===== src/rtl/matdet_seq.sv =====
// Sequential 2x2 / 3x3 fixed-point determinant built around a single registered multiplier.
// Cofactor expansion along row 0; intermediate overflow is reported through a sticky flag.
module matdet_seq #(
  parameter int DATA_WIDTH  = 16,
  parameter int BIN_POS     = 8,
  parameter int MATRIX_SIZE = 3
) (
  input  logic                                             clk,
  input  logic                                             rst,
  input  logic                                             start,
  input  logic [DATA_WIDTH*MATRIX_SIZE*MATRIX_SIZE-1:0]    a,
  output logic                                             busy,
  output logic                                             done,
  output logic [DATA_WIDTH-1:0]                            det,
  output logic                                             ovf
);

  localparam int W  = DATA_WIDTH;
  localparam int N  = MATRIX_SIZE;
  localparam int AW = W * N * N;
  localparam logic [3:0] LAST = (N == 2) ? 4'd3 : 4'd11;

  typedef enum logic [1:0] {IDLE, MUL, DONE} state_t;

  state_t state, state_next;
  logic [3:0]   cnt;
  logic [AW-1:0] mat;

  logic signed [W-1:0] e [N*N];
  logic signed [W-1:0] prod, tmp, acc, m0, m1, m2;

  logic signed [W-1:0]   op_x, op_y;
  logic signed [2*W-1:0] full, sh;
  logic                  mul_ovf;

  logic issue, ld_tmp, wr_m0, wr_m1, wr_m2, ld_acc, wr_acc, fin;
  logic add_sel_acc, add_sub;
  logic signed [W-1:0] add_x, add_res;
  logic                add_ovf;

  always_comb begin
    for (int i = 0; i < N * N; i++) e[i] = mat[i*W +: W];
  end

  // Schedule: cnt selects which product to issue and which partial result to fold in.
  generate
    if (N == 2) begin : g_sched2
      always_comb begin
        issue = 1'b0; op_x = '0; op_y = '0;
        ld_tmp = 1'b0; wr_m0 = 1'b0; wr_m1 = 1'b0; wr_m2 = 1'b0;
        ld_acc = 1'b0; wr_acc = 1'b0; fin = 1'b0;
        add_sel_acc = 1'b0; add_sub = 1'b1;
        if (state == MUL) begin
          case (cnt)
            4'd1: begin issue = 1'b1; op_x = e[0]; op_y = e[3]; end
            4'd2: begin issue = 1'b1; op_x = e[1]; op_y = e[2]; ld_tmp = 1'b1; end
            4'd3: fin = 1'b1;
            default: ;
          endcase
        end
      end
    end else begin : g_sched3
      always_comb begin
        issue = 1'b0; op_x = '0; op_y = '0;
        ld_tmp = 1'b0; wr_m0 = 1'b0; wr_m1 = 1'b0; wr_m2 = 1'b0;
        ld_acc = 1'b0; wr_acc = 1'b0; fin = 1'b0;
        add_sel_acc = 1'b0; add_sub = 1'b1;
        if (state == MUL) begin
          case (cnt)
            4'd1:  begin issue = 1'b1; op_x = e[4]; op_y = e[8]; end
            4'd2:  begin issue = 1'b1; op_x = e[5]; op_y = e[7]; ld_tmp = 1'b1; end
            4'd3:  begin issue = 1'b1; op_x = e[3]; op_y = e[8]; wr_m0 = 1'b1; end
            4'd4:  begin issue = 1'b1; op_x = e[5]; op_y = e[6]; ld_tmp = 1'b1; end
            4'd5:  begin issue = 1'b1; op_x = e[3]; op_y = e[7]; wr_m1 = 1'b1; end
            4'd6:  begin issue = 1'b1; op_x = e[4]; op_y = e[6]; ld_tmp = 1'b1; end
            4'd7:  wr_m2 = 1'b1;
            4'd8:  begin issue = 1'b1; op_x = e[0]; op_y = m0; end
            4'd9:  begin issue = 1'b1; op_x = e[1]; op_y = m1; ld_acc = 1'b1; end
            4'd10: begin issue = 1'b1; op_x = e[2]; op_y = m2; wr_acc = 1'b1; add_sel_acc = 1'b1; end
            4'd11: begin fin = 1'b1; add_sel_acc = 1'b1; add_sub = 1'b0; end
            default: ;
          endcase
        end
      end
    end
  endgenerate

  always_comb begin
    full    = op_x * op_y;
    sh      = full >>> BIN_POS;
    mul_ovf = (sh[2*W-1:W-1] != '0) && (sh[2*W-1:W-1] != '1);
  end

  always_comb begin
    add_x   = add_sel_acc ? acc : tmp;
    add_res = add_sub ? (add_x - prod) : (add_x + prod);
    if (add_sub)
      add_ovf = (add_x[W-1] != prod[W-1]) && (add_res[W-1] != add_x[W-1]);
    else
      add_ovf = (add_x[W-1] == prod[W-1]) && (add_res[W-1] != add_x[W-1]);
  end

  always_comb begin
    state_next = state;
    case (state)
      IDLE:    if (start) state_next = MUL;
      MUL:     if (cnt == LAST) state_next = DONE;
      DONE:    state_next = IDLE;
      default: state_next = IDLE;
    endcase
  end

  always_ff @(posedge clk) begin
    if (rst) begin
      state <= IDLE;
      cnt   <= '0;
      mat   <= '0;
      prod  <= '0;
      tmp   <= '0;
      acc   <= '0;
      m0    <= '0;
      m1    <= '0;
      m2    <= '0;
      det   <= '0;
      ovf   <= 1'b0;
    end else begin
      state <= state_next;
      if (state == IDLE && start) begin
        mat <= a;
        cnt <= '0;
        ovf <= 1'b0;
      end
      if (state == MUL) cnt <= cnt + 4'd1;
      if (issue) begin
        prod <= sh[W-1:0];
        if (mul_ovf) ovf <= 1'b1;
      end
      if (ld_tmp) tmp <= prod;
      if (ld_acc) acc <= prod;
      if (wr_m0)  m0  <= add_res;
      if (wr_m1)  m1  <= add_res;
      if (wr_m2)  m2  <= add_res;
      if (wr_acc) acc <= add_res;
      if (fin)    det <= add_res;
      if ((wr_m0 || wr_m1 || wr_m2 || wr_acc || fin) && add_ovf) ovf <= 1'b1;
    end
  end

  assign busy = (state == MUL) && (cnt != 4'd0);
  assign done = (state == DONE);

endmodule


===== config.mk =====
export PLATFORM = sky130hd
export DESIGN_NAME = matdet_seq
export DESIGN_NICKNAME = d
export VERILOG_FILES = /design/src/rtl/matdet_seq.sv
export SDC_FILE = /design/constraint.sdc
export NUM_CORES = 1
export LEC_CHECK = 0
export CAP_MARGIN = 10
export CORE_ASPECT_RATIO = 0.6
export CORE_UTILIZATION = 30
export CTS_BUF_LIST = sky130_fd_sc_hd__clkbuf_8
export DETAILED_ROUTE_END_ITERATION = 10
export GPL_TIMING_DRIVEN = 0
export MAX_ROUTING_LAYER = met4
export PLACE_DENSITY = 0.56
export SYNTH_ARGS = -nofsm -noshare
export SYNTH_HDL_FRONTEND = slang
export SYNTH_SLANG_ARGS = --single-unit

===== constraint.sdc =====
create_clock -name clk -period 9.3 [get_ports clk]
set_input_delay 1.86 -clock clk [delete_from_list [all_inputs] [get_ports clk]]
set_output_delay 1.86 -clock clk [all_outputs]
set_load 0.02 [all_outputs]

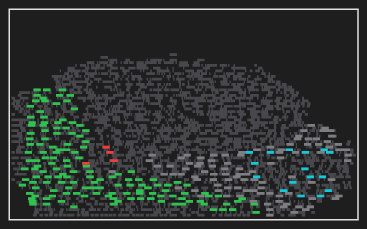
(register map, names as in the netlist)
Scale: 1 px per µm. Other sequential cells in the stronger gray, the rest of the logic in the fainter gray.
cnt -> red  # placed flops 4
mat -> green  # placed flops 144, where lower left
acc -> cyan  # placed flops 16, where lower right
not colored = 99
final cell utilization of the core: 36.1%
sequential-cell power consumption: 0.00119 W
register area: 5270 µm²
sequential share of cell area: 20.8%

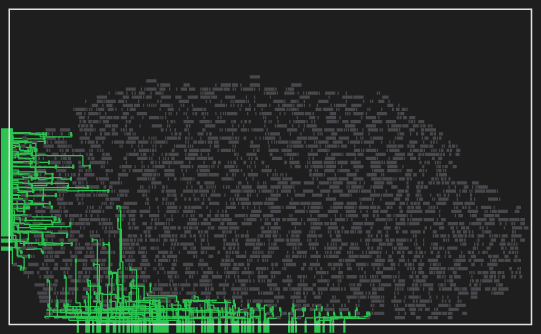
(nets reached from selected ports)
Scale: 1.5 px per µm.
a -> green  # direction input, edge 87 bottom, 57 left, end cells 144, buffers 144, wire 4,490 µm
port buffer count: 165
Ports: 166

==> changes_impl.md <==
### Changed

* Status: completed
* P_leak at 10.1 nW
* Htree depth at 2
* Yosys warns at 0
* Clk power at 0.00102 W
* Reg2reg setup slack at 190 ps
* Vias/cell at 5.06
* Max Root-Sink Buffers at 3
* Clk latency late pin at 630 ps
* Iter 0 DRT Violations at 2,441
* Commonest cells post-synth: nand2_1, nor2_1, inv_1, dfxtp_1
* Cts bufs inserted at 40
* Clock slew at reported path FFs at 70 ps
* Netlist cell types at 66
* Sw Ratio at 28.7%
* Post-synth ARST share at 0%
* WL final at 83.2 mm
* Worst-path maximum fanout at 10
* Met3 Wirelength at 12.1 mm
* Dpl cell area at 24,300 µm²
* Highest routing layer actually used: met4
* Root Driver: clkbuf_8
* # nets final at 3,340
* Fillcell total at 7,385
* Yosys top cell area share at 24.5%
* Vias in the first global route at 18,400
* Fin. max-slew vios at 0
* Final hold slack at 452 ps
* Biggest area cells: dfxtp_1, fa_1, nand2_1
* Clk pwr share at 41.0%
* Setup TNS at 0 ps
* Comb group at 0.000286 W
* Sequential share of power at 47.6%
* GP Congestion at 1.03
* Cell area after layout at 25,400 µm²
* Fmax at 0.110 GHz
* Tcrit/Tclk final at 97.9%
* Number of antenna violations at the first check in global routing at 1
* # setup viols final at 0
* Grt ovf at 0
* Psw at 0.000717 W
* Area Growth Syn to Fin at 18.3%
* Met1 usage at 35.8%
* Crit. End Element: flop
* Max Clock Skew at 50.7 ps
* Peak VDD IR at 0.0739 mV
* Drt first pass iters at 8
* CP most frequent cell: fa_1
* Post-DP HPWL at 67.7 mm
* Seq share, synth at 24.5%
* WP data arrival at 9550 ps
* Vias at 19,200
* Clock sink count at 263
* Count of final hold-check violations at 0
* Kind of critical path: reg -> reg
* Cells after DPL at 3,702
* Cell count after synthesis at 2,611
* Critical path's largest stage delay at 970 ps
* # Cells Yosys at 2,611
* Crit start category: flop
* Ratio of cells with drive above 1 in the final layout at 6.43%
* Dpl ws at -914 ps
* Avg Inst Size Synth at 8.21 µm²
* Post-synth top area cell: dfxtp_1
* Pwr/cell area at 98.5 nW/µm²
* CP Data Required Time at 9750 ps
* Comb power frac at 11.5%
* Pin count of the biggest net entering global routing at 12
* Post-cts repair resize count at 21
* Syn_nets at 3,119
* # DRC at 0
* Met1 wire length at 41.8 mm
* OpenROAD warning count at 29
* Antenna-violating nets left at 0
* Post-Layout Cell Count at 3,787
* Synth Cell Area at 21,400 µm²
* TritonCTS clock tree: yes
* Rows at 75
* Synth flops at 263
* Post-CTS setup buffers at 10
* Initial Util at 30.5%
* First-pass GRT wire length at 122 mm
* Post-synth EDFFs at 0
* Tmin final at 9110 ps
* Rel. slew slack at 17.4%
* Routed wl met2 at 28.1 mm
* Max-cap viol count at 0
* CP max stage cell: a222oi_1
* Hold_buf cts at 0
* Setup WS post-layout at 192 ps
* DIE AREA at 72,600 µm²
* Top_reg_cell synth: dfxtp_1
* Main power group: registers
* Core Area at 70,300 µm²
* Internal power at 0.00178 W
* Worst slew pin tran at 1240 ps
* Total power draw at 0.00250 W
* Hold WC Path Type: reg -> reg
* Count leader, synth: nand2_1
* Yosys Chip Area at 21,400 µm²
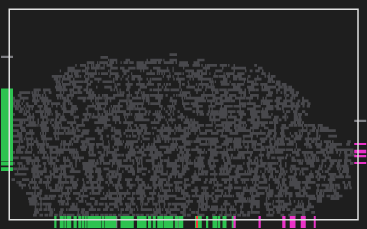
(pin placement)
Scale: 1 px per µm. Pins as bars across the die edge, other pins in gray.
a -> green  # pins 144, direction input, edge 87 bottom, 57 left
det -> magenta  # pins 16, direction output, edge 11 bottom, 5 right
busy -> red  # pins 1, direction output, edge bottom
die y size: 209 µm
Die X: 347 µm

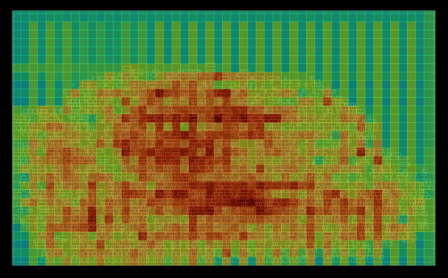
(routing congestion map)
Total Routing Usage GR: 23.4%
met2 GRT Util: 26.4%
global-route track usage on met3: 11.5%
WL per Instance: 22.0 µm
GRT Max-Usage Layer: met1

-- worst paths after layout --
check,from,endpoint,cells past startpoint
worst max register to register,cnt[3]$_SDFFE_PP0P_,ovf$_SDFF_PP0_,29
worst max-delay path,cnt[3]$_SDFFE_PP0P_,ovf$_SDFF_PP0_,29
worst min register to register,acc[2]$_SDFFE_PP0P_,acc[2]$_SDFFE_PP0P_,2
worst min-delay path,acc[2]$_SDFFE_PP0P_,acc[2]$_SDFFE_PP0P_,2
-- placed cells by master (no fill, tap or decap), types with 42 or more instances in the layout --
cell             count
nor2_1             309
clkbuf_1            91
clkbuf_8            46
inv_1              326
clkdlybuf4s50_1    165
nand2_1            504
xnor2_1             42
a222oi_1            44
a21oi_1            258
fa_1               262
ha_1                99
dfxtp_1            263
-- critical path: cells and delay by family (launching register included) --
family          cells  cell delay [ps]
flops               1              330
fa+ha+maj           7             3490
xor+xnor            1              290
compound gates      7             2140
buf+inv             5              800
simple gates        9             1890
-- final cells by class --
cell class,count,area (µm²),area share (%)
diodes,1,2.50,0.00987
clock buffers,46,633,2.50
plain buffers,127,562,2.21
flip-flops and latches,263,5270,20.8
inverters,310,1160,4.59
clock inverters,26,165,0.651
well taps,924,1160,4.56
multi-input cells,1901,14600,57.5
repair buffers,189,1830,7.20
-- flip-flops by register name, indices dropped and copies added (netlist names) --
signal / flops
det: 16
acc: 16
prod: 16
tmp: 16
ovf: 1
m2: 16
mat: 144
state: 2
m0: 16
m1: 16
cnt: 4
-- logic make-up (layout without fill, tap and decap cells) --
kind of cell    count (synthesis)  in the layout  share of synthesized area [%]
compound gates                443            443                           13.3
xor+xnor                       61             61                           2.49
fa+ha+maj                     361            361                           30.2
buf+inv                       447            698                           8.02
flops                         263            263                           24.5
mux                            40             40                           1.95
other cells                     0              1                              0
simple gates                  996            996                           19.5
Power is estimated from default activity; no workload was simulated.
